File: src/rtl/seq_divider_pkg.sv
// ============================================================================
// Module      : seq_divider_pkg
// Description : Shared state encoding and constants for the restoring divider.
// Revision    : 1.0 - initial release
// ============================================================================
`default_nettype none

package seq_divider_pkg;

    typedef enum logic [1:0] {
        IDLE = 2'd0,
        RUN  = 2'd1,
        DONE = 2'd2
    } state_t;

    localparam int unsigned c_MAX_WIDTH = 16;
    localparam int unsigned c_CNT_W_MAX = $clog2(c_MAX_WIDTH + 1);

    // Quotient reported for a zero divisor; sliced down to the instance width.
    localparam logic [c_MAX_WIDTH-1:0] c_DBZ_QUOTIENT = '1;

    function automatic int unsigned cnt_width(input int unsigned width);
        return $clog2(width + 1);
    endfunction

endpackage

`default_nettype wire

File: src/rtl/div_restore_step.sv
// ============================================================================
// Module      : div_restore_step
// Description : One combinational restoring-division step (shift, trial
//               subtract, restore or commit).
// Revision    : 1.0 - initial release
// ============================================================================
`default_nettype none

module div_restore_step #(
    parameter int unsigned WIDTH = 4
) (
    input  logic [WIDTH:0]   i_rem,
    input  logic [WIDTH-1:0] i_quo,
    input  logic [WIDTH-1:0] i_divisor,
    output logic [WIDTH:0]   o_rem,
    output logic [WIDTH-1:0] o_quo
);

    logic [WIDTH:0]   w_shift_rem;
    logic [WIDTH-1:0] w_shift_quo;
    logic [WIDTH:0]   w_trial;
    logic             w_unused_rem_msb;

    // The partial remainder is always below the divisor, so its top bit is
    // zero and drops out of the shift.
    assign w_unused_rem_msb = i_rem[WIDTH];
    assign w_shift_rem      = {i_rem[WIDTH-1:0], i_quo[WIDTH-1]};
    assign w_shift_quo      = {i_quo[WIDTH-2:0], 1'b0};
    assign w_trial          = w_shift_rem - {1'b0, i_divisor};

    always_comb begin
        o_rem = w_shift_rem;
        o_quo = w_shift_quo;
        if (!w_trial[WIDTH]) begin
            o_rem = w_trial;
            o_quo = {w_shift_quo[WIDTH-1:1], 1'b1};
        end
    end

endmodule

`default_nettype wire

File: src/rtl/seq_restoring_divider.sv
// ============================================================================
// Module      : seq_restoring_divider
// Description : Multi-cycle restoring divider, one quotient bit per clock,
//               start/done handshake. SEQ_DIVIDER_SIGNED_EN selects
//               two's-complement operands.
// Revision    : 1.0 - initial release
// ============================================================================
`default_nettype none

module seq_restoring_divider
    import seq_divider_pkg::*;
#(
    parameter int unsigned WIDTH = 4
) (
    input  logic             clk,
    input  logic             rst,
    input  logic             start,
    input  logic [WIDTH-1:0] dividend,
    input  logic [WIDTH-1:0] divisor,
    output logic             busy,
    output logic             done,
    output logic [WIDTH-1:0] quotient,
    output logic [WIDTH-1:0] remainder,
    output logic             div_by_zero
);

    localparam int unsigned c_CNT_W = cnt_width(WIDTH);

    state_t               r_state;
    state_t               w_state_next;
    logic [WIDTH:0]       r_rem;
    logic [WIDTH-1:0]     r_quo;
    logic [WIDTH-1:0]     r_div;
    logic [c_CNT_W-1:0]   r_cnt;
    logic [WIDTH-1:0]     r_quotient;
    logic [WIDTH-1:0]     r_remainder;
    logic                 r_dbz;

    logic [WIDTH:0]       w_rem_next;
    logic [WIDTH-1:0]     w_quo_next;
    logic                 w_accept;
    logic                 w_last_step;
    logic                 w_divisor_zero;
    logic [WIDTH-1:0]     w_dividend_mag;
    logic [WIDTH-1:0]     w_divisor_mag;
    logic [WIDTH-1:0]     w_q_final;
    logic [WIDTH-1:0]     w_r_final;

    assign w_accept       = (r_state == IDLE) && start;
    assign w_last_step    = (r_state == RUN) && (r_cnt == c_CNT_W'(1));
    assign w_divisor_zero = (divisor == '0);

`ifdef SEQ_DIVIDER_SIGNED_EN
    logic r_neg_q;
    logic r_neg_r;

    // Magnitude of the most-negative value is representable unsigned.
    assign w_dividend_mag = dividend[WIDTH-1] ? ({WIDTH{1'b0}} - dividend) : dividend;
    assign w_divisor_mag  = divisor[WIDTH-1]  ? ({WIDTH{1'b0}} - divisor)  : divisor;
    assign w_q_final      = r_neg_q ? ({WIDTH{1'b0}} - w_quo_next) : w_quo_next;
    assign w_r_final      = r_neg_r ? ({WIDTH{1'b0}} - w_rem_next[WIDTH-1:0])
                                    : w_rem_next[WIDTH-1:0];

    always_ff @(posedge clk) begin
        if (rst) begin
            r_neg_q <= 1'b0;
            r_neg_r <= 1'b0;
        end else if (w_accept) begin
            r_neg_q <= dividend[WIDTH-1] ^ divisor[WIDTH-1];
            r_neg_r <= dividend[WIDTH-1];
        end
    end
`else
    assign w_dividend_mag = dividend;
    assign w_divisor_mag  = divisor;
    assign w_q_final      = w_quo_next;
    assign w_r_final      = w_rem_next[WIDTH-1:0];
`endif

    div_restore_step #(
        .WIDTH (WIDTH)
    ) u_step (
        .i_rem     (r_rem),
        .i_quo     (r_quo),
        .i_divisor (r_div),
        .o_rem     (w_rem_next),
        .o_quo     (w_quo_next)
    );

    always_ff @(posedge clk) begin
        if (rst) begin
            r_state <= IDLE;
        end else begin
            r_state <= w_state_next;
        end
    end

    always_comb begin
        w_state_next = r_state;
        case (r_state)
            IDLE: begin
                if (start) begin
                    w_state_next = w_divisor_zero ? DONE : RUN;
                end
            end
            RUN: begin
                if (w_last_step) begin
                    w_state_next = DONE;
                end
            end
            DONE:    w_state_next = IDLE;
            default: w_state_next = IDLE;
        endcase
    end

    always_ff @(posedge clk) begin
        if (rst) begin
            r_rem       <= '0;
            r_quo       <= '0;
            r_div       <= '0;
            r_cnt       <= '0;
            r_quotient  <= '0;
            r_remainder <= '0;
            r_dbz       <= 1'b0;
        end else if (w_accept) begin
            r_rem <= '0;
            r_quo <= w_dividend_mag;
            r_div <= w_divisor_mag;
            r_cnt <= c_CNT_W'(WIDTH);
            // A zero divisor skips the core and reports immediately.
            if (w_divisor_zero) begin
                r_quotient  <= c_DBZ_QUOTIENT[WIDTH-1:0];
                r_remainder <= dividend;
                r_dbz       <= 1'b1;
            end
        end else if (r_state == RUN) begin
            r_rem <= w_rem_next;
            r_quo <= w_quo_next;
            r_cnt <= r_cnt - c_CNT_W'(1);
            if (w_last_step) begin
                r_quotient  <= w_q_final;
                r_remainder <= w_r_final;
                r_dbz       <= 1'b0;
            end
        end
    end

    assign busy        = (r_state == RUN);
    assign done        = (r_state == DONE);
    assign quotient    = r_quotient;
    assign remainder   = r_remainder;
    assign div_by_zero = r_dbz;

endmodule

`default_nettype wire
File: config.mk
export PLATFORM = sky130hd
export DESIGN_NAME = seq_restoring_divider
export DESIGN_NICKNAME = d
export VERILOG_FILES = /design/src/rtl/seq_divider_pkg.sv /design/src/rtl/div_restore_step.sv /design/src/rtl/seq_restoring_divider.sv
export SDC_FILE = /design/constraint.sdc
export NUM_CORES = 1
export LEC_CHECK = 0
export CAP_MARGIN = 20
export CORE_MARGIN = 1.5
export CORE_UTILIZATION = 55
export CTS_CLUSTER_DIAMETER = 100
export DETAILED_ROUTE_END_ITERATION = 8
export HOLD_SLACK_MARGIN = 0.15
export PLACE_DENSITY = 0.86
export SYNTH_ARGS = -nofsm -noshare
export SYNTH_HDL_FRONTEND = slang
export SYNTH_SLANG_ARGS = --single-unit
export TNS_END_PERCENT = 20
File: constraint.sdc
create_clock -name clk -period 4.25 [get_ports clk]
set_input_delay 1.275 -clock clk [delete_from_list [all_inputs] [get_ports clk]]
set_output_delay 1.275 -clock clk [all_outputs]
set_load 0.05 [all_outputs]
==> flow_metrics.tcl, run 1 <==
# place-and-route summary
set metrics [dict create \
    status "finished clean" \
    met2RoutedLength_um 1307 \
    yosys_warnings 0 \
    clk_share_pct 2.379 \
    seq_area_sq_um 520.5 \
    layout.cells.most_common "nand2_1" \
    seq_cell_count 26 \
    vdd_drop_max_v 0.0002178 \
    path_cells "nand2b_1 -> clkinv_1 -> clkdlybuf4s50_1" \
    syn_avg_cell_area_sq_um 8.394 \
    drt_drc_violations_left 0 \
    wl_met3_um 123 \
    grt_pass1_wl_um 4429 \
    die_y_um 51.01 \
    dp_hpwl_um 1945 \
    post_synth_xor_area_fraction_pct 4.047 \
    cts_setup_buffers 0 \
    comb_share_pct 44.95 \
    syn_to_final_growth_pct 20.34 \
    grt-ovfl-total 0 \
    fmaxAchievable_ghz 0.2906 \
    dp_cells 195 \
    power_density_nw_per_um2 350.4 \
    worst_pin_slew_ns 0.8260 \
    path_delay_family "buffers and inverters" \
    cts_resized 0 \
    maxCapViolations 0 \
    synth-edff-count 0 \
    num-clock-buffers 4 \
    cts_sinks 26 \
    hp-class "flip-flop to flip-flop" \
    tool_warnings 27 \
    largest_class "combinational gates" \
    vias 1093 \
    cpPeakStageDelay_ns 0.82 \
    antenna_cells 0 \
    cp_max_fo 16 \
    nFillCells 173 \
    logic_area_sq_um 685.7 \
    async_flop_share_pct 0 \
    drive_above_1_share_pct 9.942 \
    clock_skew_ns 0.007043 \
    fp-utilization_pct 57.85 \
    layout.cells.non_filler 199 \
    drt_iter0_drc 27 \
    ys_seq_share_pct 41.07 \
    startpoint_type "flip-flop" \
    grt_max_degree 24 \
    worst-path-buf-inv 2 \
    row_count 17 \
    final.setup.tns_ns 0 \
    postRouteAntennaNets 0 \
    seq_area_share_pct 34.13 \
    ys_top_logic_family "simple AND/OR/NAND/NOR gates" \
    nNonClkInverters 8 \
    met1_usage_pct 25.05 \
    vias_per_cell 5.492 \
    htree_levels 1 \
    mux_share_pct 3.356 \
    n_all_buffers 22 \
    switchingPower_mw 0.1656 \
    grt_pass1_vias 1101 \
    cp_data_required_time_ns 2.97 \
    p_sw_share_pct 30.99 \
    relSlewSlack_pct 44.76 \
    cts_buffer_depth 2 \
    hold_viol_final 0 \
    coreArea_sq_um 2191 \
    slew_violations 0 \
    leakagePower_nw 0.5563 \
    io_pins 22 \
    n_tap_cell 28 \
    chip_area_sq_um 2602 \
    m1WireLength_um 1135 \
    ys_area_sq_um 1267 \
    synth-cells-yosys 151 \
    ys_types 35 \
    cts_hold_buf 0 \
    fin_crit_ns 3.442 \
    grt_use_met3_pct 3.801 \
    ys_ff 26 \
    nNetsFinal 190 \
    post-route-period-util_pct 80.98 \
    worstSetupPathType "flip-flop to output port" \
    crit_slowest_cell "clkdlybuf4s50_1" \
    gp_congestion 0.8011 \
    fa_ha_area_share_pct 7.502 \
    syn_nets 169 \
    combPwrFrac_pct 25.3 \
    rsz0062_at_grt "false" \
    synth.cell_area_sq_um 1267 \
    grt_antenna_before_repair 0 \
    setup_viol 0 \
    flop_cell "dfxtp_1" \
    top_usage_layer "met2" \
    p_int_mw 0.3688 \
    die_w_um 51.01 \
    ys_sh_aoi_pct 14.41 \
    dr.max_layer_used "met4" \
    drt_wl_total_um 2587 \
]
[run 1: metrics by stage]
stage               util (%)  setup slack [ns]  hold slack [ns]  total power [mW]  instance area (sq um)
floorplan                  -             1.712           0.4363            0.3749                   1267
global placement       67.96             1.194           0.4531            0.4078                   1489
detailed placement     67.96             1.143           0.4563            0.4122                   1489
CTS                    69.62            0.8265           0.4750            0.5346                   1525
global route           69.62            0.6943           0.5130            0.5598                   1525
finish                 69.62            0.8085           0.4752            0.5344                   1525
[run 1: power groups by stage]
stage / combinational (mW) / clock (mW) / sequential [mW]
2_1_floorplan: 0.0869 / 0 / 0.288
3_3_place_gp: 0.131 / 0 / 0.277
3_5_place_dp: 0.134 / 0 / 0.278
4_1_cts: 0.136 / 0.126 / 0.273
5_1_grt: 0.149 / 0.136 / 0.275
6_report: 0.135 / 0.126 / 0.273
[run 1: path summary, 6_finish.rpt]
| path | from | endpoint | slack (ns) | cells past startpoint |
|---|---|---|---|---|
| worst max-delay path | r_state[1] | busy | 0.81 | 3 |
| worst min register to register | r_div[3] | r_div[3] | 0.48 | 2 |
| worst max register to register | r_quo[3] | r_rem[1] | 1.83 | 8 |
| worst min-delay path | r_div[3] | r_div[3] | 0.48 | 2 |
[run 1: Yosys cell counts, types with 2 or more instances]
master    count  area (sq um)
o21ai_2       3         26.28
o21ai_0       5         25.02
nor3_2        3         30.03
clkbuf_1      3         11.26
o22ai_1       4         25.02
nor2_1       19         71.32
a21oi_1       9         45.04
ha_1          6         75.07
nor3_1        5         25.02
nand2b_1      4         25.02
a31oi_1       4         25.02
mux2i_1       2         20.02
nand3_1       2         10.01
inv_1         7         26.28
xnor2_1       2         17.52
dfxtp_1      26         520.5
xor2_1        2         17.52
nand2_1      27         101.4
mux2_2        2         22.52
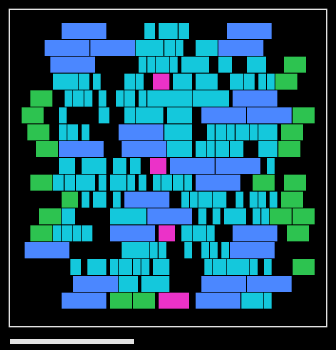
run_1/class_map.png
The bar under the picture is 20 um long.
| class | color | cells | share of their area |
|---|---|---|---|
| registers | blue | 26 | 35% |
| remaining logic cells | cyan | 119 | 48% |
| clock drivers and dummy loads | magenta | 4 | 2.4% |
| remaining buffers and delay cells | green | 22 | 15% |

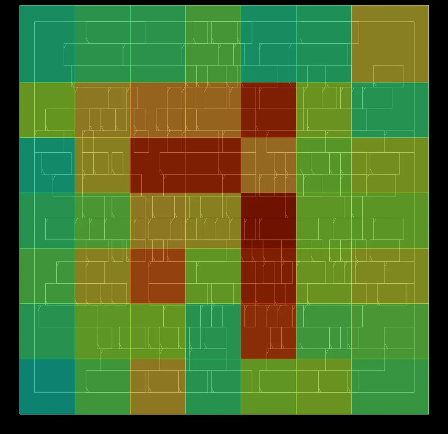
run_1/congestion_map.png
Finished Core Util: 69.62%
routed len/inst: 13.00 um
gr usage total: 22.28%
routing usage on met2: 40.48%

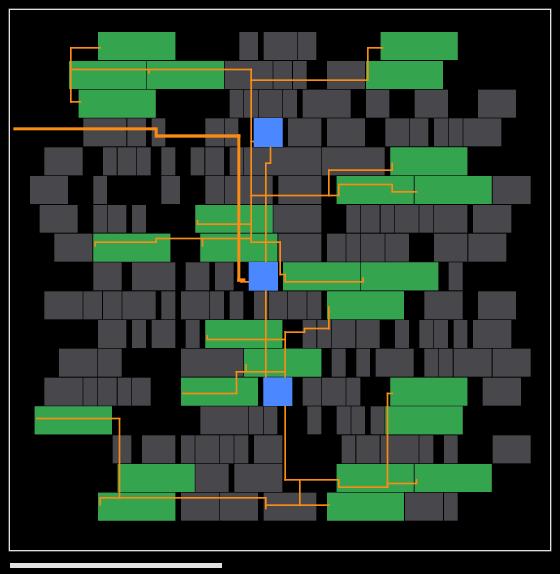
run_1/clock_wires.png
The bar under the picture is 20 um long.
[clock wires] orange | length: 291 um
[clock-net drivers] blue | count: 3
[flip-flops] green | count: 26
routed clock nets: 4
clock-net power: 0.126 mW
clock network power share: 23.6%
Clk Latency, worst-skew pair: 0.32 ns

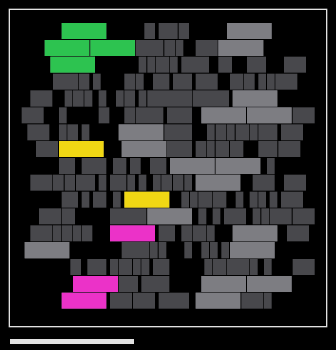
run_1/ff_map.png
The bar under the picture is 20 um long.
| name in the netlist | color | placed flops |
|---|---|---|
| `r_state` | yellow | 2 |
| `r_div` | green | 4 |
| `r_cnt` | magenta | 3 |

run_1/gates.png
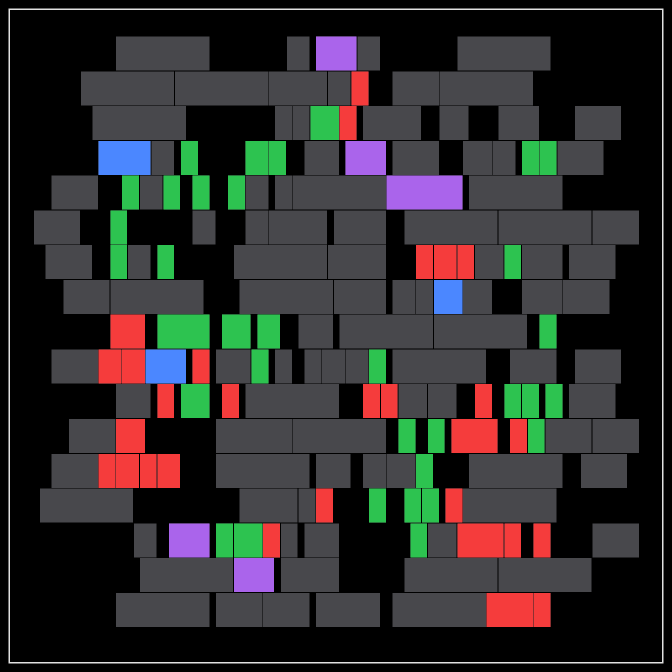

==> run 1 -> run 2 <==
- CORE_UTILIZATION: 55 -> 51
- PLACE_DENSITY: 0.86 -> 0.8
- clock period: 4.25 -> 3.23 ns (I/O delays scaled with it)
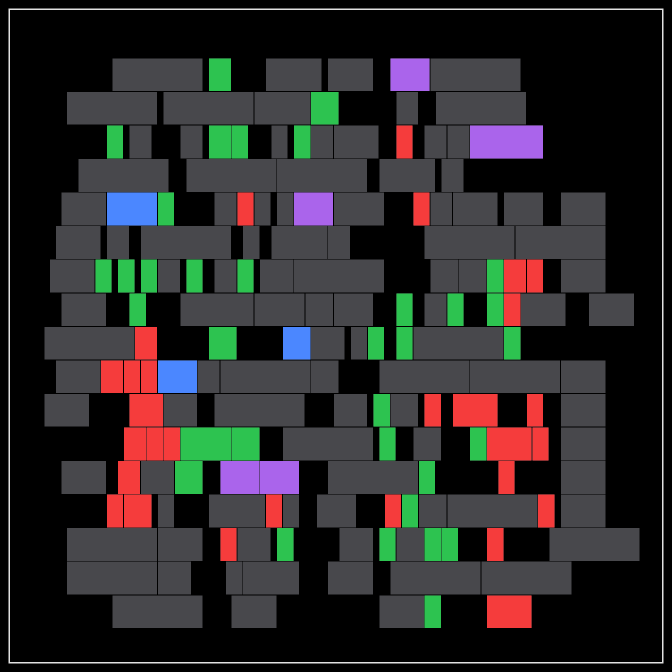
run_2/gates.png
| family | color | cells |
|---|---|---|
| and/or cells | blue | 3 |
| nor cells | red | 29 |
| nand cells | green | 34 |
| xor and xnor cells | purple | 5 |
dominant logic cell type in the layout: nand2_1
Final Non-Filler Cells: 200
Comb/total area: 44.92%

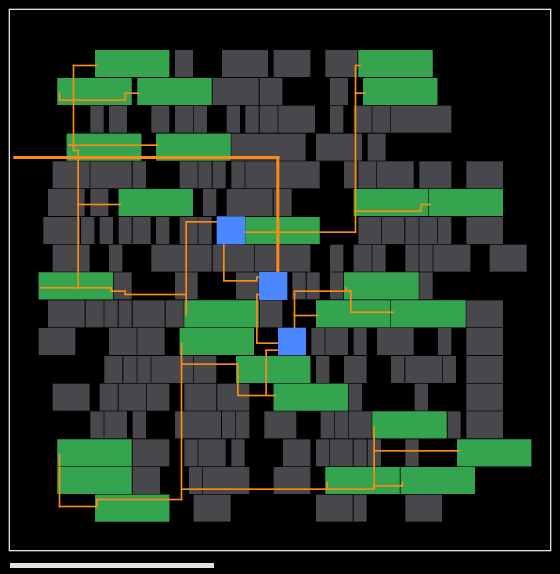
run_2/clock_wires.png
The bar under the picture is 20 um long.
Clk Latency, worst-skew pair: 0.31 ns
clock network power share: 19.6%
clock-net power: 0.133 mW

==> flow_metrics.tcl, run 2 <==
# place-and-route summary
set metrics [dict create \
    status "finished clean" \
    grt_max_degree 16 \
    async_flop_share_pct 0 \
    cts_tree "done" \
    ys_types 35 \
    syn_to_final_growth_pct 20.43 \
    final_cell_mix "27 x nand2_1, 26 x dfxtp_1, 21 x clkdlybuf4s50_1" \
    fin_crit_ns 2.794 \
    nNetsFinal 192 \
    coreArea_sq_um 2276 \
    htree_levels 1 \
    vias 1096 \
    hold-path-endpoint "r_div[3]" \
    synth-edff-count 0 \
    cts_hold_buf 0 \
    yosys.area.top_type "dfxtp_1" \
    path_cells "nand2b_1 -> clkinv_1 -> clkdlybuf4s50_1" \
    hp-class "flip-flop to flip-flop" \
    synth-cells-yosys 151 \
    area_leaders "dfxtp_1 41%, nand2_1 8.0%, ha_1 5.9%" \
    ys_ff 26 \
    fmaxAchievable_ghz 0.3579 \
    post-route-period-util_pct 86.50 \
    power_density_nw_per_um2 442.4 \
    min_path_cells 2 \
    p_sw_share_pct 31.53 \
    startpoint_type "flip-flop" \
    maxCapViolations 0 \
    nFillCells 187 \
    syn_inst 151 \
    syn_avg_cell_area_sq_um 8.394 \
    yosys_warnings 0 \
    numCtsBuffers 3 \
    r2r_start "r_quo[3]" \
    antenna_cells 0 \
    dp_cells 197 \
    cts_resized 0 \
    postRouteAntennaNets 0 \
    cp_max_fo 7 \
    io_buffers 21 \
    fp-utilization_pct 55.69 \
    row_count 17 \
    crit_slowest_cell "clkdlybuf4s50_1" \
    setup_viol 0 \
    design_area_sq_um 1526 \
    worst_pin_slew_ns 0.4973 \
    hp-start "r_div[3]" \
    dpl_cell_area_sq_um 1504 \
    synth.cell_area_sq_um 1267 \
    chip_area_sq_um 2793 \
    drt_drc_violations_left 0 \
    rsz0062_at_grt "false" \
    cp-end-kind "output port" \
    worstSetupPathType "flip-flop to output port" \
    cts-root-buf "clkbuf_4" \
    grt_use_total_pct 21.53 \
    top_area_share_pct 41.07 \
    wl_per_cell_um 13.44 \
    slew_violations 0 \
    hold_viol_final 0 \
    die_y_um 52.85 \
    pre_cts_slack_ns 0.4820 \
    p_int_mw 0.4624 \
    ff2ff_path_depth 8 \
    grt-ovfl-total 0 \
    logic_area_sq_um 685.7 \
    combPwrFrac_pct 27.3 \
    drive_above_1_share_pct 10.47 \
    dr.pass1.iters 4 \
    setup_ws_ns 0.4360 \
    clock_skew_ns 0.002392 \
    critPathArrivalTime_ns 1.83 \
    cts_setup_buffers 0 \
    r2r_end "r_rem[1]" \
    syn_nets 169 \
    cts_buffer_depth 2 \
    drt_iter0_drc 20 \
    grt_antenna_before_repair 0 \
    final.setup.tns_ns 0 \
    r2r_slack_ns 0.77 \
    ys_seq_share_pct 41.07 \
    drt_wl_total_um 2688 \
    io_pins 22 \
    ys_area_sq_um 1267 \
    seq_area_sq_um 520.5 \
    vias_per_cell 5.480 \
    cpPeakStageDelay_ns 0.80 \
    gp_congestion 0.8089 \
    dp_hpwl_um 2079 \
    tool_warnings 27 \
    clk_pin_slew_ns 0.13 \
    cts_sinks 26 \
    die_w_um 52.85 \
    cp_data_required_time_ns 2.26 \
    switchingPower_mw 0.2129 \
    pwr-share-seq_pct 53.1 \
    flop_cell "dfxtp_1" \
    leakagePower_nw 0.5590 \
    post-synth-top-count-cell "nand2_1" \
    common_cells "27 x nand2_1, 26 x dfxtp_1, 19 x nor2_1" \
    grt_pass1_vias 1144 \
    relSlewSlack_pct 66.74 \
    grt_pass1_wl_um 4491 \
    vdd_drop_max_v 0.0002680 \
]
[run 2: cells by family after synthesis]
kind of cell / after synthesis / share of synthesized area [%]
XOR/XNOR: 5 / 4.048
flip-flops: 26 / 41.07
buffers and inverters: 14 / 4.836
adder cells (fa/ha/maj): 7 / 7.502
AND-OR/OR-AND: 29 / 14.41
multiplexers: 4 / 3.356
AND/OR/NAND/NOR: 66 / 24.78
[run 2: per-layer routing]
layer	track usage [%]	vias to the layer above	part of all wire [%]
li1	-	549	-
met1	24.20	520	44
met2	40.63	25	51
met3	3.107	2	4.5
met4	7.692	0	0.45
met5	0	-	0
[run 2: per-stage QoR]
stage	hold slack, ns	utilization [%]	power, mW
CTS	0.4714	67.07	0.6780
detailed placement	0.4532	66.08	0.5497
finish	0.4685	67.07	0.6753
global route	0.5003	67.07	0.7119
floorplan	0.4363	-	0.4933
global placement	0.4521	66.08	0.5424
[run 2: layout make-up]
type,instances,share of cell area (%)
sequential,26,34.10
inverter,8,1.967
tap,28,2.295
multi-input combinational,111,44.92
clock buffer,3,1.475
timing repair buffer,24,15.25
[run 2: power by group through the flow]
stage	logic [mW]	registers, mW	clock network [mW]
final	0.184	0.358	0.133
after CTS	0.185	0.358	0.135
after detailed placement	0.184	0.365	0
after global placement	0.178	0.365	0
after floorplan	0.114	0.379	0
after global routing	0.202	0.361	0.149
[run 2: worst max-delay path by stage]
stage / start / end / slack (ns)
after floorplan: r_state[1] / busy / 1.0
after global placement: start / remainder[0] / 0.54
after detailed placement: start / remainder[1] / 0.48
after CTS: r_state[0] / busy / 0.43
after global routing: r_state[0] / busy / 0.36
final: r_state[0] / busy / 0.44
[run 2: critical path: cells and delay by family, from the launching register on]
family                 cells  cell delay (ns)
DFF                        1             0.46
buffers and inverters      2             0.89
and+or+nand+nor            1             0.17
run_2/class_map.png
The bar under the picture is 20 um long.
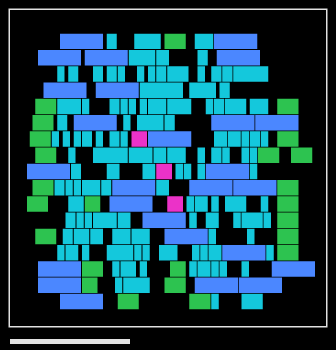

==> run 2 -> run 3 <==
- RECOVER_POWER: default -> 100
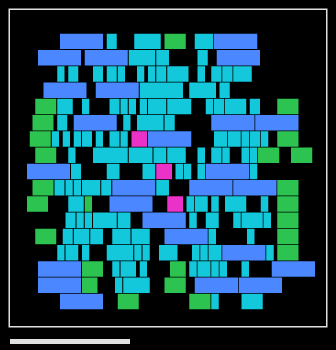
run_3/class_map.png
The bar under the picture is 20 um long.
| class | color | cells | share of their area |
|---|---|---|---|
| remaining buffers and delay cells | green | 24 | 16% |
| clock-net drivers | magenta | 3 | 1.5% |
| remaining logic cells | cyan | 119 | 48% |
| registers | blue | 26 | 35% |
core area: 2276 sq um
flop share of the area: 34.52%
Finished Cell Area: 1508 sq um
row count: 17
Finished Core Util: 66.25%

==> flow_metrics.tcl, run 3 <==
# place-and-route summary
set metrics [dict create \
    pre_cts_slack_ns 0.4820 \
    r2r_slack_ns 0.66 \
    fin_crit_ns 2.856 \
    layout.cells.most_common "nand2_1" \
    antenna_cells 0 \
    final.setup.tns_ns 0 \
    leakagePower_nw 0.5867 \
    top_area_share_pct 41.07 \
    worst_pin_slew_ns 0.5875 \
    clk_pin_slew_ns 0.13 \
    setup_ws_ns 0.3744 \
    cts-root-buf "clkbuf_4" \
    hp-class "flip-flop to flip-flop" \
    maxCapViolations 0 \
    critPathArrivalTime_ns 1.89 \
    io_buffers 21 \
    status "finished clean" \
    r2r_start "r_quo[3]" \
    wl_per_cell_um 13.21 \
    finalPower_mw 0.6653 \
    syn_inst 151 \
    startpoint "r_state[0]" \
    dp_hpwl_um 2079 \
    numCtsBuffers 3 \
    syn_nets 169 \
    async_flop_share_pct 0 \
    grt_pass1_wl_um 4491 \
    dp_cells 197 \
    hp-start "r_div[3]" \
    grt_antenna_before_repair 0 \
    cp-end-kind "output port" \
    setup_viol 0 \
    io_pins 22 \
    vias 1106 \
    post-route-period-util_pct 88.41 \
    syn_to_final_growth_pct 18.95 \
    m1WireLength_um 1136 \
    fp-utilization_pct 55.69 \
    nNetsFinal 192 \
    drt_wl_total_um 2641 \
    synth-cells-yosys 151 \
    synth-edff-count 0 \
    yosys_warnings 0 \
    htree_levels 1 \
    cp_data_required_time_ns 2.26 \
    drive_above_1_share_pct 6.977 \
    cts_setup_buffers 0 \
    gp_congestion 0.8089 \
    cts_hold_buf 0 \
    hold_viol_final 0 \
    dr.max_layer_used "met4" \
    clock_skew_ns 0.004031 \
    worstSetupPathType "flip-flop to output port" \
    drt_drc_violations_left 0 \
    tool_warnings 27 \
    top_usage_layer "met2" \
    post-synth-top-count-cell "nand2_1" \
    syn_avg_cell_area_sq_um 8.394 \
    dr.pass1.iters 4 \
    area_leaders "dfxtp_1 41%, nand2_1 8.0%, ha_1 5.9%" \
    grt-ovfl-total 0 \
    cp_max_fo 7 \
    grt_pass1_vias 1144 \
    grt_use_total_pct 21.53 \
    vias_per_cell 5.530 \
    layout.cells.non_filler 200 \
    startpoint_type "flip-flop" \
    postRouteAntennaNets 0 \
    grt_max_degree 16 \
    clk_latency_ns 0.31 \
    synth.cell_area_sq_um 1267 \
    cts_resized 0 \
    nFillCells 193 \
    drt_iter0_drc 11 \
    cts_tree "done" \
    fmaxAchievable_ghz 0.3502 \
    slew_violations 0 \
    wl_met3_um 108 \
    ys_area_sq_um 1267 \
    ys_seq_share_pct 41.07 \
    use_met2_pct 40.63 \
    flop_cell "dfxtp_1" \
    final_cell_mix "27 x nand2_1, 26 x dfxtp_1, 19 x nor2_1" \
    die_y_um 52.85 \
    cts_sinks 26 \
    chip_area_sq_um 2793 \
    rsz0062_at_grt "false" \
    cts_buffer_depth 2 \
    ys_ff 26 \
    relSlewSlack_pct 60.70 \
    die_w_um 52.85 \
    met2RoutedLength_um 1384 \
    power_density_nw_per_um2 441.3 \
    yosys.area.top_type "dfxtp_1" \
    vdd_drop_max_v 0.0002680 \
    ys_types 35 \
    common_cells "27 x nand2_1, 26 x dfxtp_1, 19 x nor2_1" \
]
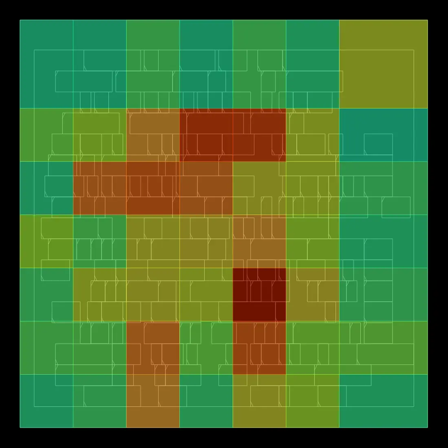
run_3/congestion_map.png
GRT met3 Usage: 3.107%
GR Util met1: 24.20%

## run 3: cell types whose count changed in the layout (fill, tap and decap cells not counted), sizes merged
cell           previous run  this run
buf                       3         2
clkbuf                    3         4
clkdlybuf4s50            21         9
dlygate4sd3               0        12
## run 3: where the power goes
part	internal [mW]	switching, mW	total [mW]	leakage [nW]
clock	0.0435	0.0890	0.133	0.0138
combinational	0.0701	0.105	0.175	0.361
sequential	0.342	0.0156	0.357	0.212
total	0.455	0.210	0.665	0.587
## run 3: logic make-up after synthesis
logic type / count (synthesis) / synth area share [%]
buffers and inverters: 14 / 4.836
XOR/XNOR: 5 / 4.048
multiplexers: 4 / 3.356
adder cells (fa/ha/maj): 7 / 7.502
flip-flops: 26 / 41.07
AND/OR/NAND/NOR: 66 / 24.78
AND-OR/OR-AND: 29 / 14.41
## run 3: final cells by class
class | count | area, sq um | share of cell area [%]
inverters | 8 | 30.03 | 1.992
well taps | 28 | 35.03 | 2.324
multi-input cells | 111 | 670.6 | 44.48
clock buffers | 3 | 22.52 | 1.494
flip-flops and latches | 26 | 520.5 | 34.52
repair buffers | 24 | 229.0 | 15.19
## run 3: through the flow
| stage | cell area (sq um) | hold slack, ns |
|---|---|---|
| 2_1_floorplan | 1267 | 0.4363 |
| 3_3_place_gp | 1504 | 0.4521 |
| 3_5_place_dp | 1504 | 0.4532 |
| 4_1_cts | 1526 | 0.4714 |
| 5_1_grt | 1508 | 0.5003 |
| 6_report | 1508 | 0.4695 |
## run 3: worst max-delay path, cell delays in order (launching register included)
cell,delay [ns]
dfxtp_1,0.46
nand2b_1,0.17
clkinv_1,0.08
dlygate4sd3_1,0.87
## run 3: path summary, 6_finish.rpt
kind | end | cells after the start
setup reg to reg | r_rem[1] | 8
hold / removal | r_div[3] | 2
setup / recovery | busy | 3
hold reg to reg | r_div[3] | 2
Power and IR drop assume default switching activity.
